==> images/gates.png <==
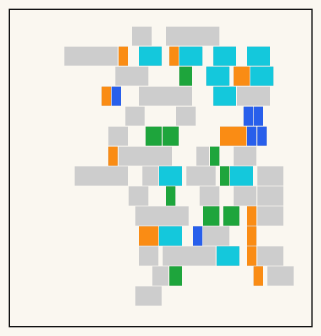
==> images/congestion_map.png <==
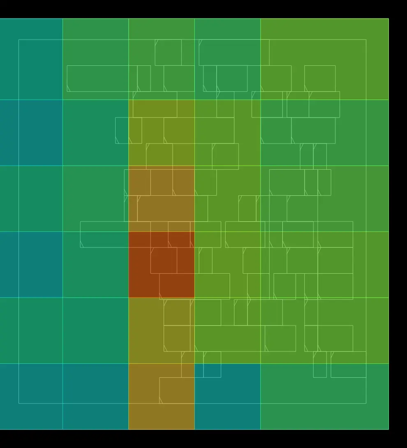
==> images/clock_wires.png <==
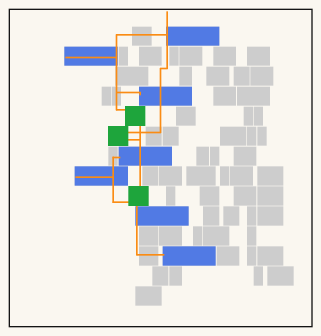
==> images/m2.png <==
Bar = 10 um.
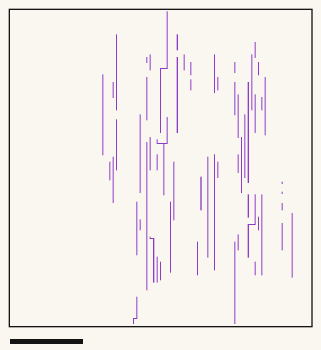
==> images/m1.png <==
Bar = 10 um. Supply wires on this layer in grey.
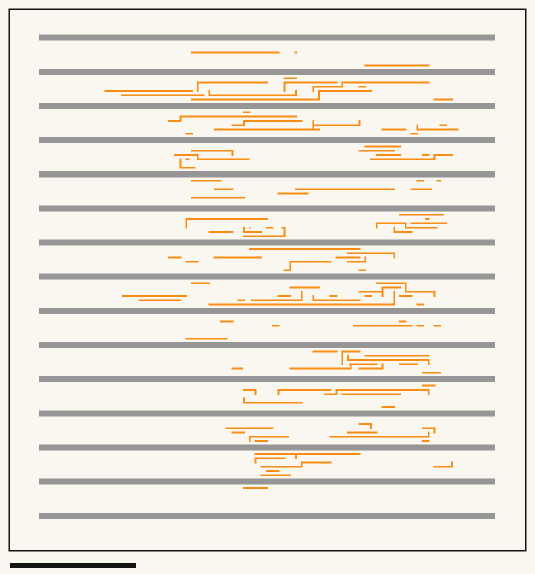
[src/rtl/traffic_pkg.sv]
// Shared types and constants for the two-way intersection light sequencer.
package traffic_pkg;

  typedef enum logic [2:0] {
    S_NS_GREEN  = 3'd0,
    S_NS_YELLOW = 3'd1,
    S_ALLRED_1  = 3'd2,
    S_EW_GREEN  = 3'd3,
    S_EW_YELLOW = 3'd4,
    S_ALLRED_2  = 3'd5
  } state_t;

  localparam logic [2:0] LAMP_RED    = 3'b100;
  localparam logic [2:0] LAMP_YELLOW = 3'b010;
  localparam logic [2:0] LAMP_GREEN  = 3'b001;

  function automatic int unsigned max3(input int unsigned a, input int unsigned b,
                                       input int unsigned c);
    int unsigned m;
    m = (a > b) ? a : b;
    return (m > c) ? m : c;
  endfunction

  // Bits needed to hold 0..max_count, never less than one.
  function automatic int unsigned cnt_width(input int unsigned max_count);
    int unsigned w;
    w = $clog2(max_count + 1);
    return (w < 1) ? 1 : w;
  endfunction

endpackage

[src/rtl/phase_timer.sv]
// Per-phase cycle counter: cleared on reset or phase change, flags the last cycle of a phase.
module phase_timer #(
  parameter int unsigned WIDTH = 4
) (
  input  logic             clk,
  input  logic             rst,
  input  logic             load,
  input  logic [WIDTH-1:0] duration,
  output logic             done
);

  logic [WIDTH-1:0] cnt;

  always_ff @(posedge clk) begin
    if (!rst || load) begin
      cnt <= '0;
    end else begin
      cnt <= cnt + WIDTH'(1);
    end
  end

  assign done = (cnt == (duration - WIDTH'(1)));

endmodule

[src/rtl/traffic_controller.sv]
// Fixed-time NS/EW intersection sequencer: green, yellow, all-red for each direction in turn.
module traffic_controller
  import traffic_pkg::*;
#(
  parameter int unsigned GREEN_CYCLES  = 10,
  parameter int unsigned YELLOW_CYCLES = 5,
  parameter int unsigned ALLRED_CYCLES = 3
) (
  input  logic       clk,
  input  logic       rst,
  output logic [2:0] ns_light,
  output logic [2:0] ew_light
);

  localparam int unsigned CNT_W = cnt_width(max3(GREEN_CYCLES, YELLOW_CYCLES, ALLRED_CYCLES));

  state_t           state;
  state_t           state_next_c;
  logic [CNT_W-1:0] duration_c;
  logic             load_c;
  logic             done;

  always_ff @(posedge clk) begin
    if (!rst) begin
      state <= S_NS_GREEN;
    end else begin
      state <= state_next_c;
    end
  end

  // Length of the phase currently held.
  always_comb begin
    duration_c = CNT_W'(GREEN_CYCLES);
    case (state)
      S_NS_YELLOW, S_EW_YELLOW: duration_c = CNT_W'(YELLOW_CYCLES);
      S_ALLRED_1, S_ALLRED_2:   duration_c = CNT_W'(ALLRED_CYCLES);
      default:                  duration_c = CNT_W'(GREEN_CYCLES);
    endcase
  end

  // Advance on the last cycle of a phase; unused encodings fall back to NS green.
  always_comb begin
    state_next_c = state;
    case (state)
      S_NS_GREEN:  if (done) state_next_c = S_NS_YELLOW;
      S_NS_YELLOW: if (done) state_next_c = S_ALLRED_1;
      S_ALLRED_1:  if (done) state_next_c = S_EW_GREEN;
      S_EW_GREEN:  if (done) state_next_c = S_EW_YELLOW;
      S_EW_YELLOW: if (done) state_next_c = S_ALLRED_2;
      S_ALLRED_2:  if (done) state_next_c = S_NS_GREEN;
      default:     state_next_c = S_NS_GREEN;
    endcase
  end

  // Any state change restarts the phase count, including recovery from a bad encoding.
  assign load_c = (state_next_c != state);

  phase_timer #(
    .WIDTH(CNT_W)
  ) u_phase_timer (
    .clk     (clk),
    .rst     (rst),
    .load    (load_c),
    .duration(duration_c),
    .done    (done)
  );

  // Moore lamp decode; an unused encoding shows the reset lamps so outputs stay one-hot.
  always_comb begin
    ns_light = LAMP_RED;
    ew_light = LAMP_RED;
    case (state)
      S_NS_GREEN:  ns_light = LAMP_GREEN;
      S_NS_YELLOW: ns_light = LAMP_YELLOW;
      S_ALLRED_1:  ns_light = LAMP_RED;
      S_EW_GREEN:  ew_light = LAMP_GREEN;
      S_EW_YELLOW: ew_light = LAMP_YELLOW;
      S_ALLRED_2:  ew_light = LAMP_RED;
      default:     ns_light = LAMP_GREEN;
    endcase
  end

endmodule

[config.mk]
export PLATFORM = sky130hd
export DESIGN_NAME = traffic_controller
export DESIGN_NICKNAME = d
export VERILOG_FILES = /design/src/rtl/traffic_pkg.sv /design/src/rtl/phase_timer.sv /design/src/rtl/traffic_controller.sv
export SDC_FILE = /design/constraint.sdc
export NUM_CORES = 1
export LEC_CHECK = 0
export ABC_CLOCK_PERIOD_IN_PS = 2700
export CORE_AREA = 2 2 39 41
export CTS_BUF_LIST = sky130_fd_sc_hd__clkbuf_4
export DETAILED_ROUTE_END_ITERATION = 10
export DIE_AREA = 0 0 41 43
export GPL_ROUTABILITY_DRIVEN = 0
export MAX_ROUTING_LAYER = met4
export PLACE_DENSITY = 0.59
export SYNTH_ARGS = -nofsm -noshare
export SYNTH_HDL_FRONTEND = slang
export SYNTH_HIERARCHICAL = 1
export SYNTH_SLANG_ARGS = --single-unit
[constraint.sdc]
create_clock -name clk -period 2.7 [get_ports clk]
set_input_delay 0.27 -clock clk [delete_from_list [all_inputs] [get_ports clk]]
set_output_delay 0.27 -clock clk [all_outputs]
set_load 0.01 [all_outputs]
==> metrics.csv <==
stage,metric,value,unit
yosys,YS chip area,454.2,um^2
placement,DP Wirelength,588,um
timing,final hold viol count,0,
timing,final setup skew,2.042,ps
worst_setup_path,critical path's largest stage delay,380,ps
global_route,vias in the first global route,345,
routing,via count,350,
worst_setup_path,Top Family by Delay on Critical Path,simple AND/OR/NAND/NOR gates,
clock_tree,CTS Buf Count,3,
power_and_ir_drop,clock power share,0.436,
power_and_ir_drop,Flop pwr share,0.486,
timing,unrepaired setup endpoints after global routing,no,
routing,drt via density,4.268,
hold_path,Worst Hold Class,reg2reg,
clock_tree,CTS Sinks,7,
run,Max Cap Viol,0,
routing,DRT Pass-1 Iters,4,
cells_and_area,Area Overhead vs Synth,26.17,%
yosys,Yosys cell types,22,
yosys,syn_area_per_cell,8.258,um^2
floorplanning,Core Rows,14,
global_route,grt ovf,0,
worst_setup_path,CP endpoint kind,flip-flop,
yosys,Ys Warns,6,
worst_setup_path,CP cell instances,or3_4 -> and2_4 -> inv_1 -> ha_1 -> xnor2_1 -> nor4_1 -> buf_4 -> nand2_1 -> or3_1 -> a21boi_1,
global_route,first-pass GRT wire length,1331,um
power_and_ir_drop,Design Power,232.8,uW
timing,worst setup slack after layout,362.9,ps
cells_and_area,Finished Layout Cells,82,
placement,placed cells,78,
power_and_ir_drop,Leakage,0.0002464,uW
cells_and_area,nets@finish,71,
yosys,Synth area leader,dfxtp_1,
power_and_ir_drop,Psw,47.91,uW
timing,setup violators final,0,
worst_setup_path,Worst Path Buf+Inv,2,
cells_and_area,number of diodes,0,
yosys,Synth Cell Area,454.2,um^2
yosys,Max-area cell share,0.3085,
worst_setup_path,worst endpoint data arrival time,2510,ps
timing,Hold WS,501.9,ps
clock_tree,H-tree depth,1,
power_and_ir_drop,Sw Ratio,0.2058,
clock_tree,CTS max path bufs,2,
power_and_ir_drop,Cell Int Power,184.9,uW
cells_and_area,filler cell count,154,
clock_tree,Root Buffer,clkbuf_4,
yosys,Post-synth seq share,0.3085,
power_and_ir_drop,Power Dens Cells,406.2,nW/um^2
yosys,Yosys reg bits,7,
placement,I/O Buffers,7,
routing,Routed WL,731,um
timing,Least-Margin Pin Slew,272.3,ps
worst_setup_path,CP startpoint,state[2],
yosys,Synthesized Nets,59,
clock_tree,"Clk Latency, worst-skew pair",240,ps
timing,period utilization,0.8656,
timing,Max Fclk,427.9,MHz
worst_setup_path,CP max stage cell,dfxtp_1,
global_route,initial antenna violation count,0,
outcome,status,finished clean,
clock_tree,Post-CTS Resized,0,
global_route,pin count of the biggest net entering global routing,10,
routing,Avg WL per Cell,8.915,um
timing,setup TNS,0,ps
cells_and_area,layout cells sized above 1,0.1818,
timing,min Tclk post-route,2337,ps
yosys,Top area cell types,"dfxtp_1, xnor2_1, nor2_1",
routing,drt drc,0,
floorplanning,Ports,8,
floorplanning,Die ar.,1763,um^2
routing,post-route ant nets,0,
yosys,cells after synthesis,55,
timing,Slew HR,0.8182,
cells_and_area,Top Layout Cells,"nor2_1, xnor2_1, clkdlybuf4s50_1, dfxtp_1",
routing,DRT iter0 DRCs,5,
Notes on gates.png above:
legend:
  blue:
    family: inv cells
    cells: 6
  green:
    family: nand cells
    cells: 9
    where: centre
  cyan:
    family: xor and xnor cells
    cells: 11
  orange:
    family: nor cells
    cells: 11

Notes on congestion_map.png above:
final core area utilization: 0.4141
grt met1 use: 0.1429
GR Util All Layers: 0.1135

Notes on clock_wires.png above:
legend:
  orange:
    item: clock wires
    length: 95.1 um
  blue:
    item: flip-flops
    count: 7
  green:
    item: clock-net drivers
    count: 3
routed clock nets: 4

Notes on m2.png above:
share of all routed wire: 47%
nets with wire on the layer: 54
longest straight run: 20.1 um

Notes on m1.png above:
nets with wire on the layer: 61
main direction: horizontal
wire length on this layer: 372 um

-- worst paths after layout --
check                               to  cells past startpoint  slack (ps)
setup / recovery              state[2]                     10         360
hold reg to reg   u_phase_timer/cnt[0]                      1         500
hold / removal    u_phase_timer/cnt[0]                      1         500
setup reg to reg              state[2]                     10         360
-- routing by layer --
metal | share of wire | track usage | up-vias
met4 | 0 | 0.08000 | 0
met2 | 0.47 | 0.1594 | 5
met3 | 0.022 | 0.01571 | 0
met5 | 0 | - | -
li1 | - | - | 198
met1 | 0.51 | 0.1429 | 147
-- Yosys cell counts, drive strengths merged --
library cell and count:
xor2 3, nor4 1, nand2 3, nand3 2
xnor2 8, and3 1, buf 2, o21ai 1
nand2b 4, dfxtp 7, inv 6, nor3b 1
nor3 1, nor2 8, a21boi 1, and2 1
ha 2, or3 2, a21o 1
-- flip-flops by register name, summed over array words and instances (netlist names) --
name	count
state	3
u_phase_timer/cnt	4
-- power groups by stage --
stage,Sequential [uW],Combinational (uW),Clock [uW]
after floorplan,114,14.0,0
after global placement,115,17.8,0
after detailed placement,115,18.4,0
after CTS,113,18.5,104
after global routing,114,21.0,110
final,113,18.2,101
-- cell families (layout without fill, tap and decap cells) --
kind of cell,after synthesis,after routing,share of synthesized area
AND-OR/OR-AND,3,3,0.04683
XOR/XNOR,11,11,0.2121
adder cells (fa/ha/maj),2,2,0.05509
buffers and inverters,8,19,0.08538
flip-flops,7,7,0.3085
AND/OR/NAND/NOR,24,24,0.2920
-- worst register-to-register path, delay by kind of cell, from the launching register on --
kind | cells | cell delay (ps)
simple gates | 5 | 1180
flops | 1 | 380
compound gates | 1 | 120
buf+inv | 2 | 220
xor+xnor | 1 | 120
fa+ha+maj | 1 | 230
-- layout make-up --
class                   instances  area (um^2)  share of cell area
multi-input cells              40        275.3              0.4803
repair buffers                  9        85.08              0.1485
well taps                      16        20.02             0.03493
clock buffers                   4        30.03             0.05240
flip-flops and latches          7        140.1              0.2445
inverters                       6        22.52             0.03930
-- per-stage QoR --
| step | util | cell area, um^2 |
|---|---|---|
| floorplan | - | 454.2 |
| global placement | 0.3924 | 543.0 |
| detailed placement | 0.3924 | 543.0 |
| CTS | 0.4141 | 573.1 |
| global route | 0.4141 | 573.1 |
| finish | 0.4141 | 573.1 |
Power and IR drop assume default switching activity.
